$ cat config.mk
export PLATFORM = sky130hd
export DESIGN_NAME = jump_issue_ctrl
export DESIGN_NICKNAME = d
export VERILOG_FILES = /design/src/rtl/jump_issue_ctrl_pkg.sv /design/src/rtl/jump_issue_arb.sv /design/src/rtl/jump_issue_ctrl.sv
export SDC_FILE = /design/constraint.sdc
export NUM_CORES = 1
export LEC_CHECK = 0
export CAP_MARGIN = 15
export CORE_AREA = 4 4 212 214
export DETAILED_ROUTE_END_ITERATION = 6
export DIE_AREA = 0 0 216 218
export PLACE_DENSITY = 0.51
export RECOVER_POWER = 50
export SLEW_MARGIN = 0
export SYNTH_ARGS = -nofsm -noshare
export SYNTH_HDL_FRONTEND = slang
export SYNTH_SLANG_ARGS = --single-unit
$ cat constraint.sdc
create_clock -name clk -period 1.9 [get_ports clk]
set_input_delay 0.475 -clock clk [delete_from_list [all_inputs] [get_ports clk]]
set_output_delay 0.475 -clock clk [all_outputs]
set_load 0.02 [all_outputs]
$ cat src/rtl/jump_issue_ctrl_pkg.sv
// Shared types for the jump/branch issue controller: FSM states, comparator
// selects and the latched op payload.
package jump_issue_ctrl_pkg;

    typedef enum logic [1:0] {
        ST_IDLE  = 2'd0,
        ST_ISSUE = 2'd1,
        ST_WAIT  = 2'd2,
        ST_DONE  = 2'd3
    } state_e;

    // Comparator selects follow the RISC-V branch funct3 encoding.
    localparam logic [2:0] CMP_BEQ  = 3'b000;
    localparam logic [2:0] CMP_BNE  = 3'b001;
    localparam logic [2:0] CMP_BLT  = 3'b100;
    localparam logic [2:0] CMP_BGE  = 3'b101;
    localparam logic [2:0] CMP_BLTU = 3'b110;
    localparam logic [2:0] CMP_BGEU = 3'b111;

    // Payload tag storage is sized for the widest supported TAG_W.
    localparam int OP_TAG_W = 8;

    typedef struct packed {
        logic                uncond;
        logic                jalr;
        logic [2:0]          cmp_ctrl;
        logic [31:0]         rs1;
        logic [31:0]         rs2;
        logic [31:0]         imm;
        logic [31:0]         pc;
        logic [OP_TAG_W-1:0] tag;
    } op_t;

endpackage

$ cat src/rtl/jump_issue_arb.sv
// Two-way request arbiter. With JUMP_ISSUE_RR_EN defined it alternates priority
// after each grant; otherwise requester 0 always wins and no state is kept.
module jump_issue_arb (
`ifdef JUMP_ISSUE_RR_EN
    input  logic clk,
    input  logic rst_n,
`endif
    input  logic en,
    input  logic valid0,
    input  logic valid1,
    output logic grant0,
    output logic grant1
);

`ifdef JUMP_ISSUE_RR_EN
    logic prio_r;  // 0: requester 0 has priority

    // Grant selection honouring the current priority pointer
    always_comb begin
        grant0 = 1'b0;
        grant1 = 1'b0;
        if (en) begin
            if (prio_r == 1'b0) begin
                grant0 = valid0;
                grant1 = valid1 & ~valid0;
            end else begin
                grant1 = valid1;
                grant0 = valid0 & ~valid1;
            end
        end else begin
            grant0 = 1'b0;
            grant1 = 1'b0;
        end
    end

    // Priority pointer passes to the other requester after each grant
    always_ff @(posedge clk) begin
        if (!rst_n) begin
            prio_r <= 1'b0;
        end else if (grant0) begin
            prio_r <= 1'b1;
        end else if (grant1) begin
            prio_r <= 1'b0;
        end else begin
            prio_r <= prio_r;
        end
    end
`else
    // Fixed priority grant selection
    always_comb begin
        grant0 = en & valid0;
        grant1 = en & valid1 & ~valid0;
    end
`endif

endmodule

$ cat src/rtl/jump_issue_ctrl.sv
// Issue controller for a single-op jump/branch unit: arbitrates two requesters,
// sequences IDLE/ISSUE/WAIT/DONE and holds the result. Option: JUMP_ISSUE_RR_EN.
module jump_issue_ctrl
    import jump_issue_ctrl_pkg::*;
#(
    parameter int TAG_W = 4  // must not exceed OP_TAG_W
) (
    input  logic             clk,
    input  logic             rst_n,
    input  logic             req0_valid,
    output logic             req0_ready,
    input  logic             req0_uncond,
    input  logic             req0_jalr,
    input  logic [2:0]       req0_cmp_ctrl,
    input  logic [31:0]      req0_rs1,
    input  logic [31:0]      req0_rs2,
    input  logic [31:0]      req0_imm,
    input  logic [31:0]      req0_pc,
    input  logic [TAG_W-1:0] req0_tag,
    input  logic             req1_valid,
    output logic             req1_ready,
    input  logic             req1_uncond,
    input  logic             req1_jalr,
    input  logic [2:0]       req1_cmp_ctrl,
    input  logic [31:0]      req1_rs1,
    input  logic [31:0]      req1_rs2,
    input  logic [31:0]      req1_imm,
    input  logic [31:0]      req1_pc,
    input  logic [TAG_W-1:0] req1_tag,
    output logic             fu_en,
    output logic             fu_jalr,
    output logic [2:0]       fu_cmp_ctrl,
    output logic [31:0]      fu_rs1,
    output logic [31:0]      fu_rs2,
    output logic [31:0]      fu_imm,
    output logic [31:0]      fu_pc,
    input  logic             fu_finish,
    input  logic             fu_cmp_res,
    input  logic [31:0]      fu_pc_jump,
    input  logic [31:0]      fu_pc_wb,
    output logic             wb_valid,
    input  logic             wb_ready,
    output logic [TAG_W-1:0] wb_tag,
    output logic             wb_taken,
    output logic [31:0]      wb_target,
    output logic [31:0]      wb_link,
    input  logic             flush,
    output logic             busy
);

    state_e            state_r, next_state_s;
    op_t               op_r, req_op_s;
    logic              grant0_s, grant1_s, arb_en_s, accept_s, capture_s;
    logic              fu_en_r, wb_valid_r, busy_r, wb_taken_r;
    logic [31:0]       wb_target_r, wb_link_r;
    logic [TAG_W-1:0]  wb_tag_r;

    // Grants only while idle and not being flushed, so a flush blocks accepts.
    assign arb_en_s = (state_r == ST_IDLE) && !flush;
    assign accept_s = grant0_s | grant1_s;

    jump_issue_arb u_arb (
`ifdef JUMP_ISSUE_RR_EN
        .clk    (clk),
        .rst_n  (rst_n),
`endif
        .en     (arb_en_s),
        .valid0 (req0_valid),
        .valid1 (req1_valid),
        .grant0 (grant0_s),
        .grant1 (grant1_s)
    );

    // Payload of the granted requester
    always_comb begin
        if (grant1_s) begin
            req_op_s = '{uncond: req1_uncond, jalr: req1_jalr, cmp_ctrl: req1_cmp_ctrl,
                         rs1: req1_rs1, rs2: req1_rs2, imm: req1_imm, pc: req1_pc,
                         tag: OP_TAG_W'(req1_tag)};
        end else begin
            req_op_s = '{uncond: req0_uncond, jalr: req0_jalr, cmp_ctrl: req0_cmp_ctrl,
                         rs1: req0_rs1, rs2: req0_rs2, imm: req0_imm, pc: req0_pc,
                         tag: OP_TAG_W'(req0_tag)};
        end
    end

    // Next-state logic; flush forces IDLE and suppresses result capture
    always_comb begin
        next_state_s = state_r;
        capture_s    = 1'b0;
        if (flush) begin
            next_state_s = ST_IDLE;
        end else begin
            case (state_r)
                ST_IDLE: begin
                    if (accept_s) next_state_s = ST_ISSUE;
                    else          next_state_s = ST_IDLE;
                end
                ST_ISSUE: next_state_s = ST_WAIT;
                ST_WAIT: begin
                    if (fu_finish) begin
                        next_state_s = ST_DONE;
                        capture_s    = 1'b1;
                    end else begin
                        next_state_s = ST_WAIT;
                    end
                end
                ST_DONE: begin
                    if (wb_ready) next_state_s = ST_IDLE;
                    else          next_state_s = ST_DONE;
                end
                default: next_state_s = ST_IDLE;
            endcase
        end
    end

    // State, operand latch and result registers
    always_ff @(posedge clk) begin
        if (!rst_n) begin
            state_r     <= ST_IDLE;
            busy_r      <= 1'b0;
            fu_en_r     <= 1'b0;
            wb_valid_r  <= 1'b0;
            op_r        <= '0;
            wb_taken_r  <= 1'b0;
            wb_target_r <= 32'd0;
            wb_link_r   <= 32'd0;
            wb_tag_r    <= '0;
        end else begin
            state_r    <= next_state_s;
            busy_r     <= (next_state_s != ST_IDLE);
            fu_en_r    <= accept_s;
            wb_valid_r <= (next_state_s == ST_DONE);
            if (accept_s) begin
                op_r <= req_op_s;
            end
            if (capture_s) begin
                wb_taken_r  <= op_r.uncond | fu_cmp_res;
                wb_target_r <= fu_pc_jump;
                wb_link_r   <= fu_pc_wb;
                wb_tag_r    <= op_r.tag[TAG_W-1:0];
            end
        end
    end

    generate
        if (TAG_W < OP_TAG_W) begin : g_tag_pad
            logic unused_tag_pad_s;
            assign unused_tag_pad_s = ^op_r.tag[OP_TAG_W-1:TAG_W];
        end
    endgenerate

    assign req0_ready  = grant0_s;
    assign req1_ready  = grant1_s;
    assign fu_en       = fu_en_r;
    assign fu_jalr     = op_r.jalr;
    assign fu_cmp_ctrl = op_r.cmp_ctrl;
    assign fu_rs1      = op_r.rs1;
    assign fu_rs2      = op_r.rs2;
    assign fu_imm      = op_r.imm;
    assign fu_pc       = op_r.pc;
    assign wb_valid    = wb_valid_r;
    assign wb_tag      = wb_tag_r;
    assign wb_taken    = wb_taken_r;
    assign wb_target   = wb_target_r;
    assign wb_link     = wb_link_r;
    assign busy        = busy_r;

endmodule
==> GITHUB_STEP_SUMMARY, run 1 <==
### Metrics collected by this job

| Metric | Value |
|---|---|
| Status | `complete, no violations` |
| Hold Path Class | `in2reg` |
| Initial antenna violation count | `9` |
| Top cells excl fill/tap | `341 x clkdlybuf4s50_1, 209 x dfxtp_1, 206 x dlygate4sd2_1` |
| Met3 Usage GRT | `between 5 and 6%` |
| DR vias/cell | `4.40` |
| Max cap viols | `0` |
| Worst slew margin | `between 40% and 50%` |
| Num Clock Sinks | `211` |
| Post-synth seq share | `~47%` |
| Worst hold margin | `between 300 and 400 ps` |
| DRT antenna net count | `0` |
| Initial Util | `about a fifth` |
| WL/cell | `19.8 um` |
| H-tree level count | `1` |
| DR DRC count | `0` |
| # Cells Yosys | `933` |
| Ys Warns | `0` |
| Fmax | `542 MHz` |
| P per Cell Area | `795 mW/mm^2` |
| Flops after synth | `~210` |
| Tcrit/Tclk final | `a little under 100%` |
| Crit. End Element | `flip-flop` |
| Clock Pin Slew Worst Setup and Hold Paths | `roughly 60 ps` |
| Cts hold-fix bufs | `0` |
| Chip area | `roughly 0.047 sq mm` |
| I/O Pins | `around 550` |
| Worst Path Arrival | `roughly 2300 ps` |
| Fin area | `around 0.015 sq mm` |
| Endpoints failing hold | `0` |
[run 1: layer usage]
layer / routed length, um / vias to the layer above / share of wire [%]
li1: - / 4107 / -
met1: 15500 / 4028 / 40
met2: 18300 / 400 / 47
met3: 3820 / 51 / 9.9
met4: 991 / 8 / 2.6
met5: 54 / - / 0.14
[run 1: worst max-delay path, stage by stage]
cell,delay (ps)
dlygate4sd2_1,300
buf_4,170
or4b_4,550
nor2_4,110
buf_6,350
a221o_1,250
[run 1: state kept, by name (all words and copies together) (netlist names)]
name         flops
fu_cmp_ctrl      3
state_r          2
fu_en            1
wb_tag           4
fu_rs1          32
op_r             5
fu_imm          32
fu_rs2          32
busy             1
wb_valid         1
wb_link         32
fu_jalr          1
wb_target       32
wb_taken         1
fu_pc           32
[run 1: Yosys cell counts]
cell	count	area, sq um
nor2_4	1	11.3
dfxtp_1	211	4220
clkbuf_1	46	173
and4bb_2	1	12.5
buf_1	1	3.75
a21oi_1	70	350
nor4b_4	1	23.8
a221o_1	137	1370
nand2_1	137	514
nor3_1	2	10.0
nand4bb_1	1	11.3
and3_1	139	870
mux2i_1	1	10.0
clkinv_1	1	3.75
o41a_1	1	11.3
or4b_4	1	13.8
inv_1	2	7.51
nand3_1	1	5.00
buf_2	19	95.1
nand2b_1	1	6.26
buf_6	16	180
buf_4	134	1010
nor2b_1	1	6.26
nor4_1	1	6.26
nor2_1	5	18.8
o21ai_0	2	10.0
[run 1: repair_timing]
| action | 4_1_cts | 5_1_grt |
|---|---|---|
| gates resized | 219 | 3 |
| endpoints found under the setup margin | 299 | 2 |
| pin swaps | 0 | 1 |
| setup buffers | 0 | 1 |
[run 1: path summary, 6_finish.rpt]
| path | start | endpoint | slack [ps] | depth (start not counted) |
|---|---|---|---|---|
| worst max-delay path | flush | fu_rs1[30] | 60 | 6 |
| worst min-delay path | rst_n | fu_en | 350 | 3 |
| worst min register to register | wb_target[27] | wb_target[27] | 450 | 2 |
| worst max register to register | state_r[0] | fu_rs1[30] | 110 | 4 |
[run 1: kinds of logic (layout without fill, tap and decap cells)]
group	after synthesis	in the layout	synth area share [%]
muxes	1	1	0.112
buffers and inverters	219	652	16.4
other	0	2	0
AOI/OAI and AO/OA	210	210	19.5
DFF	211	211	47.2
and+or+nand+nor	292	292	16.9
[run 1: report_power, final]
group / switching, mW / total (mW) / internal, mW / leakage [nW]
sequential: 0.129 / 4.78 / 4.65 / 1.72
combinational: 0.816 / 1.89 / 1.07 / 4.72
clock: 1.96 / 5.18 / 3.22 / 0.451
total: 2.91 / 11.8 / 8.94 / 6.90
[run 1: area by class of cell]
class | instances | area [sq um] | share of cell area, %
diodes | 2 | 5.00 | 0.0336
clock buffers | 39 | 821 | 5.51
clock inverters | 6 | 80.1 | 0.537
inverters | 3 | 11.3 | 0.0755
multi-input cells | 503 | 3270 | 22.0
flip-flops and latches | 211 | 4230 | 28.4
well taps | 585 | 732 | 4.91
repair buffers | 604 | 5750 | 38.6
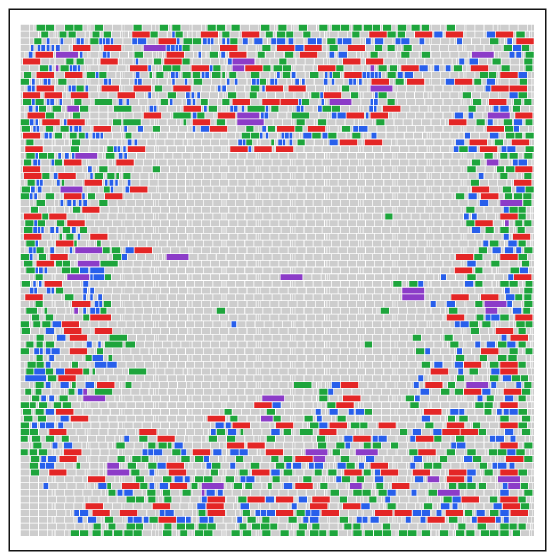
Fig. 1. Cell classes on the final placement (run 1).
Fill, decap, tap and diode cells in grey.
| class | colour | cells |
|---|---|---|
| clock drivers and dummy loads | purple | 45 |
| other buffers and delay cells | green | 604 |
| combinational and other logic | blue | 506 |
| flops | red | 211 |
core area: 0.0429 sq mm
Layout Utilization: 34.8%
FP Rows: 76

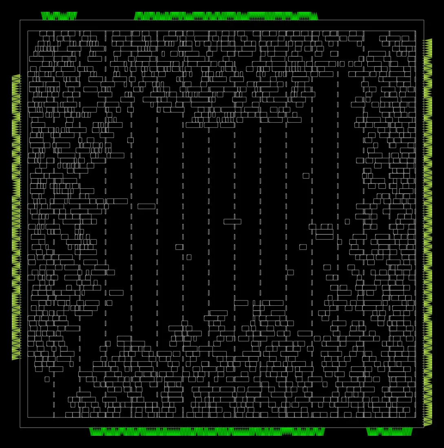
Fig. 2. Cell outlines without signal wires (run 1).
sequential portion of the cell area: 28.4%
fillers: 4422
Well Taps: 585
Final Instance Count excl. Fillers: 1953

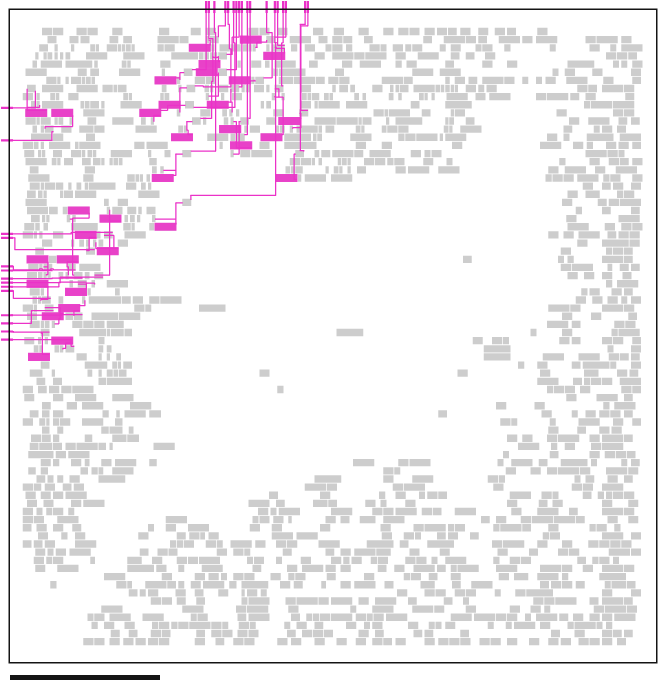
Fig. 3. Nets reached from selected ports (run 1).
Scale bar: 50 um.
| port | colour | bits | direction | edge | end cells | buffers | wire |
|---|---|---|---|---|---|---|---|
| wb_link | magenta | 32 | output | 18 north, 14 west | 32 | 32 | 1290 um |

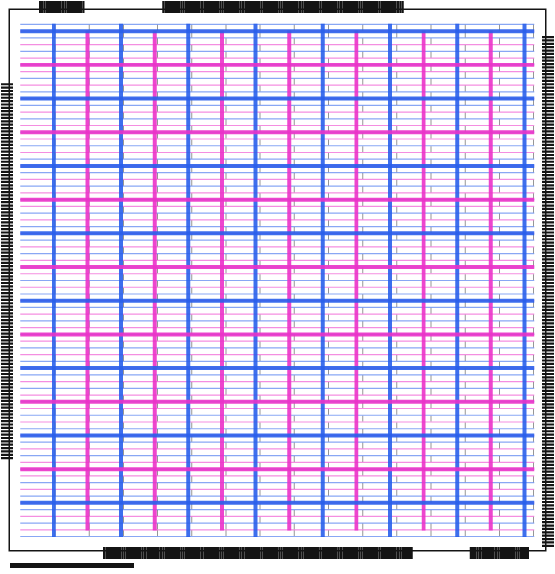
Fig. 4. Floorplan with the power grid (run 1).
Scale bar: 50 um. Pins as bars on the die edge. Tap cells in grey.
| net | colour |
|---|---|
| VDD | magenta |
| VSS | blue |
tap cells: 585
met5 straps: 15
rows: 76
met1 rails: 77
signal pins: 552
Die X: 216 um
Die Span Y: 218 um
maximum vdd drop: 0.522 mV

==> run 2: changes to the inputs <==
CORE_AREA = 4 4 215 217   (was 4 4 212 214)
DIE_AREA = 0 0 219 221   (was 0 0 216 218)
PLACE_DENSITY = 0.5   (was 0.51)
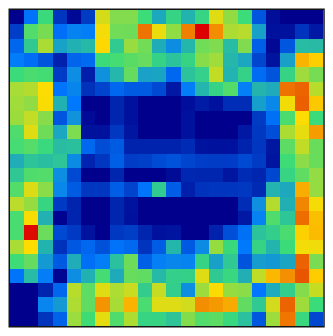
Fig. 5. Routed metal per tile (run 2).
The die is cut into 22 by 22 equal tiles; dark blue is low, red is high, scaled to the fullest tile. Values are wire area over tile area, all layers added.
densest ninth of the die: south-east
mean over tiles: 0.13
tiles over half the peak: 32%
fullest tile: 0.38
emptiest ninth of the die: centre
nearly empty tiles: 12%

==> run 2 against run 1 <==
Net effect: core utilization down 0.46 points; global-route usage fell by 0.41 points; via count is 0.12% lower; critical path depth fell by 4; clock power grew 2%; cell area up 1.5%; largest cell class unchanged.
==> GITHUB_STEP_SUMMARY, run 2 <==
### Metrics collected by this job

| Metric | Value |
|---|---|
| Initial Util | `20.3% (-0.59 points)` |
| Worst reg2reg path startpoint | `state_r[1]` |
| Clk network pwr share | `44.0% (+0.3 points)` |
| FP Rows | `77 (+1.3%)` |
| Async SR Flop Fraction | `0% (unchanged)` |
| Gate power share | `16.3% (+0.4 points)` |
| Area leader share | `47.2% (unchanged)` |
| Number of enable flip-flop cells | `0 (unchanged)` |
| CP Launch Point | `state_r[1]` |
| Core area | `0.0441 sq mm (+2.9%)` |
| Status | `complete, no violations` |
| DR vias/cell | `4.35 (-1.1%)` |
| Cell Chain, Critical Path | `nor4b_4, buf_4` |
| Die Span Y | `221 um (+1.4%)` |
| Initial antenna violation count | `2 (-7)` |
| Post-synth seq share | `47.2% (unchanged)` |
| Layout Utilization | `34.3% (-0.46 points)` |
| Max incr delay on CP | `370 ps (-180 ps)` |
| WL/cell | `19.6 um (-1.0%)` |
| Worst slew margin | `71.5% (+22 points)` |
| Fmax | `547 MHz (+0.83%)` |
| Slowest-stage cell, CP | `dfxtp_4` |
| # Cells Yosys | `933 (unchanged)` |
| DRT antenna net count | `0 (unchanged)` |
| DR DRC count | `0 (unchanged)` |
| Worst Path Arrival | `1350 ps (-970 ps)` |
## run 2: power by group through the flow
stage | Combinational (mW) | Clock [mW] | Sequential, mW
2_1_floorplan | 0.989 | 0 | 4.84
3_3_place_gp | 2.10 | 0 | 4.87
3_5_place_dp | 2.11 | 0 | 4.87
4_1_cts | 1.98 | 5.50 | 4.77
5_1_grt | 2.08 | 5.64 | 4.80
6_report | 1.95 | 5.29 | 4.77
## run 2: layer usage
layer	vias to the layer above	track usage, %	wire length, um
met2	368	25.4	18300
met3	58	4.91	3550
met1	4033	18.0	15700
li1	4123	-	-
met4	2	4.06	1120
met5	-	0	13
## run 2: final timing paths
kind | end | slack, ps | depth (start not counted)
worst max-delay path | req0_ready | 70 | 2
worst min-delay path | fu_en | 430 | 3
worst max register to register | fu_pc[22] | 90 | 6
worst min register to register | wb_tag[2] | 450 | 2
## run 2: final cells by class
type / instances / area [sq um]
Fill cell: 4643 / 29000
Timing Repair Buffer: 613 / 5940
Sequential cell: 211 / 4230
Multi-Input combinational cell: 503 / 3290
Clock buffer: 41 / 798
Tap cell: 592 / 741
Clock inverter: 8 / 119
Inverter: 3 / 11.3
Antenna cell: 1 / 2.50
## run 2: kinds of logic (layout without fill, tap and decap cells)
| logic type | count (synthesis) | after routing | share of synthesized area, % |
|---|---|---|---|
| AND-OR/OR-AND | 210 | 210 | 19.5 |
| buffers and inverters | 219 | 665 | 16.4 |
| flip-flops | 211 | 211 | 47.2 |
| multiplexers | 1 | 1 | 0.112 |
| other | 0 | 1 | 0 |
| AND/OR/NAND/NOR | 292 | 292 | 16.9 |
## run 2: metrics by stage
step           setup WS (ps)  hold WS, ps  instances  TNS (ps)  cell area, sq um
5_1_grt                 5.03          407       1972         0             15100
6_report                70.5          427       1972         0             15100
3_3_place_gp            -621          441       1919    -96110             14400
2_1_floorplan            137          432        933         0              8950
3_5_place_dp            -605          445       1919    -99260             14400
4_1_cts                -17.1          373       1969     -17.1             15100
## run 2: worst min-delay path, stage by stage
cell    delay [ps]
buf_4          130
or4b_1         220
nor2_1         100
## run 2: what timing repair did
action | in CTS | in global routing
setup endpoints to repair | 233 | 2
pin swaps | 0 | 2
setup buffers | 1 | 2
hold buffers | 0 | 0
gates cloned | 0 | 0
resized | 220 | 4
==> run 3: changes to the inputs <==
GPL_TIMING_DRIVEN = 0   (was unset)
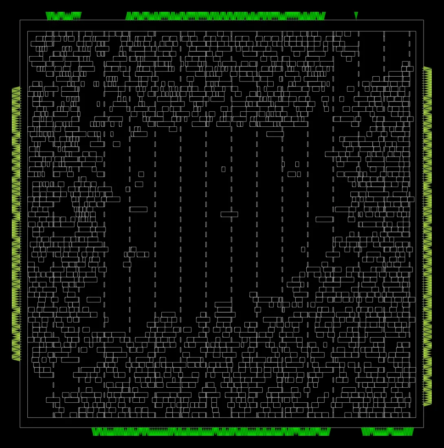
Fig. 6. Cell outlines without signal wires (run 3).
Layout Utilization: 36.3%
sequential portion of the cell area: 26.4%
flip-flops: 211
core area: 0.0441 sq mm

==> run 3 against run 2 <==
Net effect: the run now ends with negative setup slack left; die area stayed put; sequential power barely moved; clock skew grew 0.67 ps; maximum frequency shrank 9.9%; worst hold slack got worse by 96 ps; synthesized area unchanged; flip-flop count is the same; via count is 7.4% higher; register-to-register slack worse by 180 ps; critical path depth up 2; routed wire length rose by 11%; critical path type unchanged; critical endpoint unchanged; largest power group unchanged.
==> GITHUB_STEP_SUMMARY, run 3 <==
### Metrics collected by this job

| Metric | Value |
|---|---|
| Clock root buffer master | `clkbuf_16` |
| Die Span Y | `221 um (unchanged)` |
| Violated checks | `negative setup slack` |
| Min-Delay Path Depth | `3 (unchanged)` |
| R2R Setup Slk | `-90 ps (-180 ps)` |
| Initial antenna violation count | `7 (+5)` |
| Fmax | `492 MHz (-9.9%)` |
| DR DRC count | `0 (unchanged)` |
| Initial Util | `20.3% (unchanged)` |
| FF-to-FF path depth | `7 (+1)` |
| # Cells Yosys | `933 (unchanged)` |
| WL/cell | `20.0 um (+2.1%)` |
| Flops after synth | `between 200 and 250` |
| Worst slew margin | `63.3% (-8.1 points)` |
| Area leader share | `47.2% (unchanged)` |
| DR vias/cell | `4.32 (-0.82%)` |
| FP Rows | `77 (unchanged)` |
| DP Worst Slack | `-1170 ps (-565 ps)` |
| Status | `finished, violations left` |
| Final WS setup | `-131 ps (-202 ps)` |
| Async SR Flop Fraction | `0% (unchanged)` |
| Post-synth seq share | `47.2% (unchanged)` |
| Fin Setup TNS | `-1200 ps (-1200 ps)` |
| Finish-stage setup viols | `28` |
| Worst Path Arrival | `1560 ps (+210 ps)` |
-- run 3: cell counts after synthesis --
Identical to the previous run, type by type.
-- run 3: power by group --
group | total (mW) | leakage, nW | internal (mW) | switching (mW)
registers | 4.77 | 1.72 | 4.65 | 0.124
logic | 2.23 | 5.51 | 1.32 | 0.909
clock network | 5.15 | 0.431 | 3.15 | 2.00
total | 12.2 | 7.66 | 9.12 | 3.03
-- run 3: routing by layer --
metal	wire [um]	GRT usage, %	up-vias
met1	16900	19.3	4332
met2	20800	28.8	368
met3	3910	5.75	63
li1	-	-	4455
met5	26	0	-
met4	1150	4.77	4
-- run 3: path summary, 6_finish.rpt --
check / startpoint / endpoint
setup reg to reg: state_r[0] / fu_rs1[4]
hold / removal: req0_valid / fu_en
hold reg to reg: wb_link[21] / wb_link[21]
setup / recovery: state_r[0] / req0_ready
-- run 3: kinds of logic (layout without fill, tap and decap cells) --
family	count (synthesis)	count (layout)	synth area share, %
AOI/OAI and AO/OA	210	210	19.5
buffers and inverters	219	826	16.4
DFF	211	211	47.2
muxes	1	1	0.112
other	0	4	0
and+or+nand+nor	292	292	16.9
-- run 3: per-stage QoR --
stage	total power, mW	area (sq um)	hold slack, ps	util, %	cells
3_5_place_dp	7.22	15200	445	34.5	2076
2_1_floorplan	5.83	8950	432	-	933
4_1_cts	12.4	15900	434	36.1	2127
5_1_grt	12.7	16000	364	36.3	2136
6_report	12.2	16000	331	36.3	2136
3_3_place_gp	7.22	15200	442	34.5	2076
-- run 3: critical path, stage by stage (launching register included) --
cell	delay, ps
dfxtp_2	330
buf_8	120
nor4b_4	280
clkbuf_8	180
buf_6	110
-- run 3: cell type report --
| type | instances | area, sq um |
|---|---|---|
| Fill cell | 4601 | 28100 |
| Inverter | 3 | 11.3 |
| Sequential cell | 211 | 4230 |
| Tap cell | 592 | 741 |
| Timing Repair Buffer | 560 | 5330 |
| Antenna cell | 4 | 10.0 |
| Clock buffer | 44 | 810 |
| Multi-Input combinational cell | 503 | 3280 |
| Buffer | 215 | 1530 |
| Clock inverter | 4 | 73.8 |
-- run 3: repair_timing --
action,4_1_cts,5_1_grt
gates resized,248,32
buffers inserted,3,6
setup endpoints to repair,396,66
pin swaps,2,2
No activity file was given, so power comes from the tool's default toggle rates.
